**src/rtl/temp_log_readport_bridge.sv**
```systemverilog
// Circular temperature log with a toggle-handshake read port for a 20-bit GPIO pair.
// Read latency is 3 clocks from toggle detection to the ack. There is no backpressure: samples are always accepted.
module temp_log_readport_bridge #(
    parameter int AW = 8,
    parameter int DW = 16
) (
    input  logic          clk,
    input  logic          reset,
    input  logic          sample_valid,
    input  logic [DW-1:0] sample_data,
    input  logic          log_clear,
    input  logic [19:0]   cmd_word,
    output logic [19:0]   rsp_word,
    output logic [AW:0]   fill_count,
    output logic          busy
);
    localparam int DEPTH = 1 << AW;
    localparam int FW    = AW + 1;

    typedef enum logic [1:0] {IDLE, CALC, WAIT, RESP} state_t;

    state_t          state, state_nxt;
    logic [DW-1:0]   ram [DEPTH];
    logic [DW-1:0]   rd_data;
    logic [AW-1:0]   wr_ptr, wr_addr;
    logic            req_seen, mode_q, err_q;
    logic [9:0]      idx_q;
    logic [AW-1:0]   wr_snap;
    logic [FW-1:0]   fill_snap;
    logic            new_req, rd_en, rsp_load;
    logic [AW-1:0]   phys;
    logic            calc_err;
    logic [10:0]     idx_x, fill_x;
    logic            unused_cmd_bits;

    assign unused_cmd_bits = ^cmd_word[17:10];
    assign new_req = (state == IDLE) && (cmd_word[19] != req_seen);

    // A clear in the same cycle as a sample puts that sample at slot 0.
    assign wr_addr = log_clear ? '0 : wr_ptr;

    always_ff @(posedge clk) begin
        if (reset) begin
            wr_ptr     <= '0;
            fill_count <= '0;
        end else if (log_clear) begin
            wr_ptr     <= sample_valid ? AW'(1) : '0;
            fill_count <= sample_valid ? FW'(1) : '0;
        end else if (sample_valid) begin
            wr_ptr     <= wr_ptr + AW'(1);
            fill_count <= (fill_count == FW'(DEPTH)) ? fill_count : fill_count + FW'(1);
        end
    end

    // Non-blocking read and write give read-before-write on an address collision.
    always_ff @(posedge clk) begin
        if (sample_valid)
            ram[wr_addr] <= sample_data;
        if (rd_en)
            rd_data <= ram[phys];
    end

    always_ff @(posedge clk) begin
        if (reset)
            state <= IDLE;
        else
            state <= state_nxt;
    end

    always_comb begin
        state_nxt = state;
        case (state)
            IDLE: if (new_req) state_nxt = CALC;
            CALC: state_nxt = WAIT;
            WAIT: state_nxt = RESP;
            RESP: state_nxt = IDLE;
            default: state_nxt = IDLE;
        endcase
    end

    always_comb begin
        busy     = (state != IDLE);
        rd_en    = (state == CALC);
        rsp_load = (state == RESP);
    end

    always_comb begin
        idx_x  = {1'b0, idx_q};
        fill_x = 11'(fill_snap);
        if (mode_q) begin
            phys     = wr_snap - AW'(1) - idx_q[AW-1:0];
            calc_err = (idx_x >= fill_x);
        end else begin
            phys     = idx_q[AW-1:0];
            calc_err = (idx_x >= 11'(DEPTH)) || (idx_x >= fill_x);
        end
    end

    // Snapshots are taken before any same-edge write lands, excluding that sample.
    always_ff @(posedge clk) begin
        if (reset) begin
            req_seen  <= 1'b0;
            rsp_word  <= '0;
            mode_q    <= 1'b0;
            idx_q     <= '0;
            wr_snap   <= '0;
            fill_snap <= '0;
            err_q     <= 1'b0;
        end else begin
            if (new_req) begin
                req_seen  <= cmd_word[19];
                mode_q    <= cmd_word[18];
                idx_q     <= cmd_word[9:0];
                wr_snap   <= wr_ptr;
                fill_snap <= fill_count;
            end
            if (rd_en)
                err_q <= calc_err;
            if (rsp_load)
                rsp_word <= {req_seen, err_q, 2'b00, err_q ? 16'h0000 : 16'(rd_data)};
        end
    end
endmodule

```
**config.mk**
```make
export PLATFORM = sky130hd
export DESIGN_NAME = temp_log_readport_bridge
export DESIGN_NICKNAME = d
export VERILOG_FILES = /design/src/rtl/temp_log_readport_bridge.sv
export SDC_FILE = /design/constraint.sdc
export NUM_CORES = 2
export LEC_CHECK = 0
export CAP_MARGIN = 20
export CORE_MARGIN = 10
export CORE_UTILIZATION = 50
export CTS_CLUSTER_DIAMETER = 200
export DETAILED_ROUTE_END_ITERATION = 12
export PLACE_DENSITY_LB_ADDON = 0.3
export SLEW_MARGIN = 20
export SYNTH_ARGS = -nofsm -noshare
export SYNTH_HDL_FRONTEND = slang
export SYNTH_SLANG_ARGS = --single-unit
```
**constraint.sdc**
```tcl
create_clock -name clk -period 3.6 [get_ports clk]
set_input_delay 0.36 -clock clk [delete_from_list [all_inputs] [get_ports clk]]
set_output_delay 0.36 -clock clk [all_outputs]
set_load 0.02 [all_outputs]
```
**A small window of the routed layout**

Window x 275 to 315, y 275 to 315 um. Cells in gray, sequential cells in the stronger gray; small squares are vias.
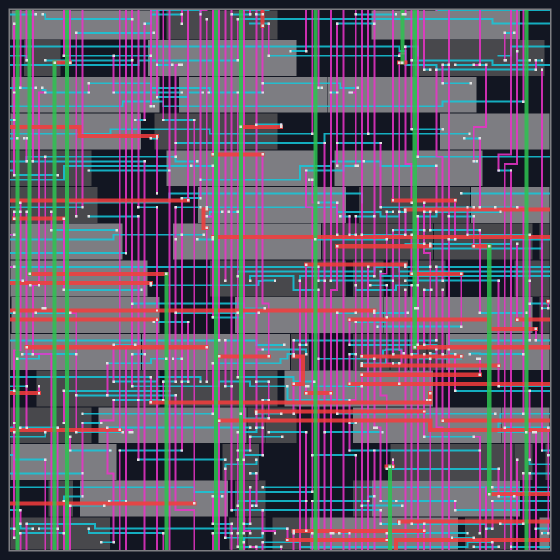
color	layer
magenta	met2
green	met4
cyan	met1
red	met3
most frequent	edfxtp_1 (28), nand2_1 (13), mux4_2 (8)
cells with their middle in the window	65
sequential cells in the window	28
netlist names of flops here include	`ram` (28)

**Signal wires by layer**

Drawn at 1 px/um. Only two layers are drawn.
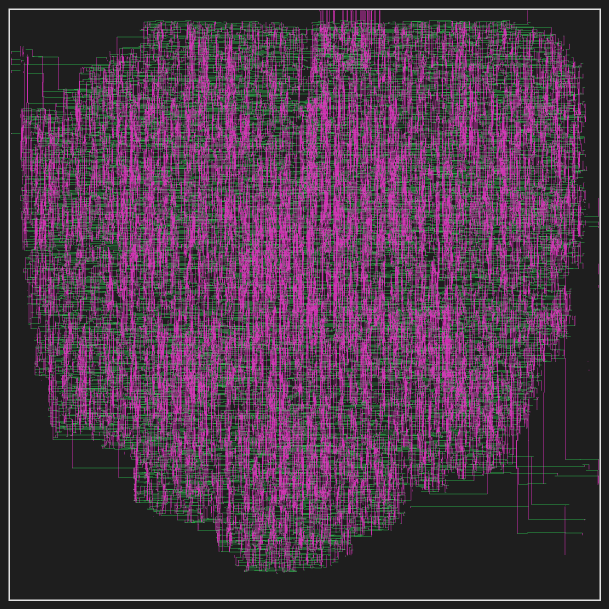
color	layer	wire length
green	met1	162 mm
magenta	met2	207 mm

**Pin map**

Pins as bars across the die edge, other pins in gray.
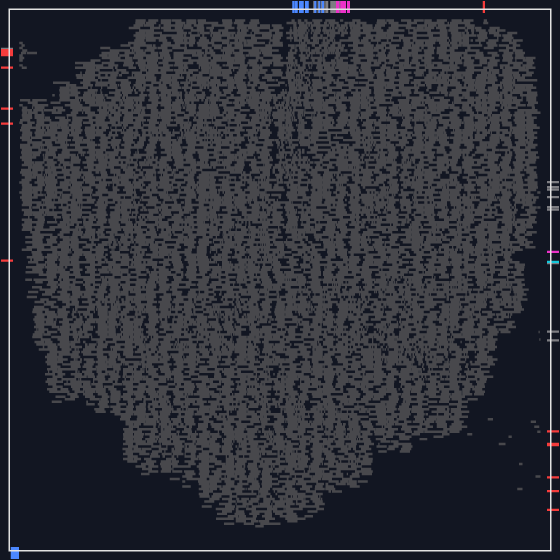
color	port	pins	direction	edge
magenta	`fill_count`	9	output	8 north, 1 east
cyan	`log_clear`	1	input	east
red	`sample_data`	16	input	9 west, 6 east, 1 north
blue	`cmd_word`	20	input	12 north, 8 south
all pins by edge	35 north, 17 east, 10 west, 8 south

==> changes_impl.md <==
### Physical design

* Xor+xnor area frac at 0.0007562
* Slew @ Worst Pin at 1.174 ns
* Sw Pwr at 43.37 mW
* Startpoint Class: flop
* CP max stage cell: a222oi_1
* Total Power at 142.1 mW
* Share of layout cells above drive strength 1 at 0.3187
* Post-DP HPWL at 266,200 um
* Initial antenna violation count at 11
* Final setup violating endpoints at 16
* Max layer used: met4
* Fraction of area in registers at 0.6475
* Met1 usage in global routing at 0.3329
* CTS Buf Count at 413
* Arrival @ worst endpoint at 4.78 ns
* Setup CP Type: flop to flop
* Seq share, synth at 0.7697
* Max Cap Viol at 0
* Clk_lat worst skew at 1.00 ns
* Root Driver: clkbuf_16
* Met2 WL at 206,700 um
* Top-area cell share at 0.7615
* Hold/Removal Path Class: primary input to flop
* Aoi share at 0.01895
* Multi-input gate count at 3,214
* Non-clock buffers at 1,170
* H-tree level count at 5
* Distinct cells, synth at 65
* GRT Residual Overflow at 0
* Initial Util at 0.5013
* Placed cell area at 0.1761 mm2
* Worst slew margin at 0.2175
* Leakage at 62.85 nW
* Post-Place Cells at 12,810
* Sequential power at 54.0 mW
* Failing checks: setup timing
* Count of tool warnings at 71
* Area-dominant class: flip-flops and latches
* Synthesized area at 0.1622 mm2
* Post-synth EDFFs at 4,112
* Yosys top cell by area: edfxtp_1
* Ys flops at 4,179
* WHS Path Cells at 1
* Most common cell in the netlist: edfxtp_1
* Pwr top: registers
* Clock Power Share at 0.294
* Reg clk slew, reported paths at 0.06 ns
* Power share of the sequential group at 0.380
* P&R area growth vs syn at 18.88%
* Vias in the first global route at 85,230
* Global-route wire length before repair at 620,500 um
* CTS Hold Buffers Added at 25
* Clock-net power at 41.8 mW
* Int Pwr at 98.76 mW
* CP Buf/Inv Count at 4
* Ys async rst share at 0
* Worst setup EP type: flop
* Yosys Instances at 7,889
* CTS Buffer Depth at 4
* Post-synth area hogs: edfxtp_1, mux4_2, nand2_1
* Comb area leader: multiplexers
* Result of the run: complete, but fails checks
* Avg Inst Size Synth at 20.55 um2
* Proportion of synthesized area in mux cells at 0.1525
* Hold wc startpoint: sample_data[15]
* Reg2reg setup slack at -0.50 ns
* Full die area at 0.3475 mm2
* Setup_tns at -5.135 ns
* Fill cell count at 22,510
* Inverters at 23
* Top achievable clock speed at 0.2441 GHz
* Required @ worst endpoint at 4.29 ns
* Most Frequent Cell on Critical Path: buf_12
* CP max FO at 8
* Routed length per placed instance at 31.46 um
* Fin nets at 9,065
* Skew final at 0.09645 ns
* TritonCTS clock tree: done
* Diodes inserted at 10
* ClkCell Share at 0.06773
* Post-route minimum period at 4.096 ns
* Most frequent logic cells in the routed design: edfxtp_1, mux4_2, buf_4, nand2_1, clkbuf_16
* Top flop regs: ram: 4096 flops, rsp_word: 18 flops, rd_data: 16 flops
* ANT nets after route at 0
* DRC errors left at 0
* Top Ports at 70
* Storage cell area at 0.1248 mm2
* And+or+nand+nor area frac at 0.03920
* Final core utilization at 0.5959
* Critical path's top delay family: AND-OR/OR-AND gates
* Global route hottest layer: met2
* Yosys adder share at 0.001898
* Cell count after synthesis at 7,889
* # clock sinks at 4,179
* Die Y at 589.5 um
* Peak VDD IR at 0.5080 mV
* Main flop type: edfxtp_1
* Unrepaired setup endpoints after global routing: true
* Largest register FFs at 4,096
* Ys Warns at 0
* Setup Fix Bufs, Post-CTS at 57
* Met3 usage at 0.05111
* Final worst slack at -0.4965 ns
* Largest net degree at the start of global routing at 128
* Switching share of total power at 0.3051
**Cell placement**

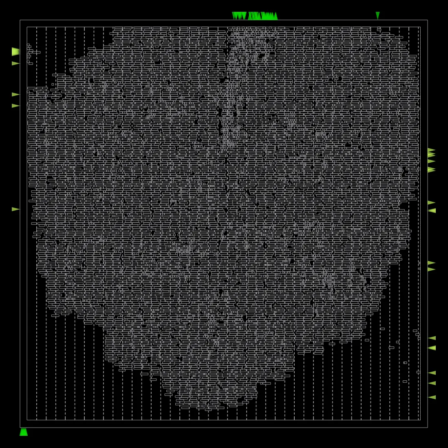
Core Footprint: 0.3235 mm2
flop count: 4,179
final std cells w/o fill: 13,670

**Signal wires on met2**

Drawn at 1 px/um.
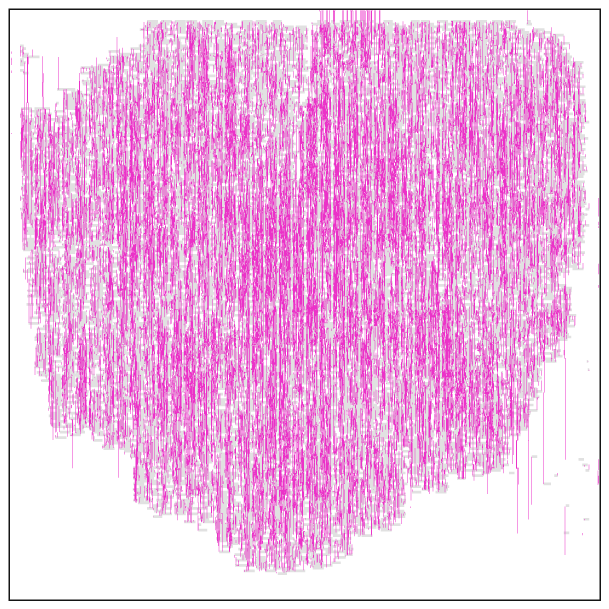
longest straight run	153 um
wire length on this layer	207 mm
nets with wire on the layer	8,212
share of all routed wire	48%
M2 GR Usage: 0.3883
routed via count: 84,890
Routed WL: 430,200 um

Power and IR drop assume default switching activity.
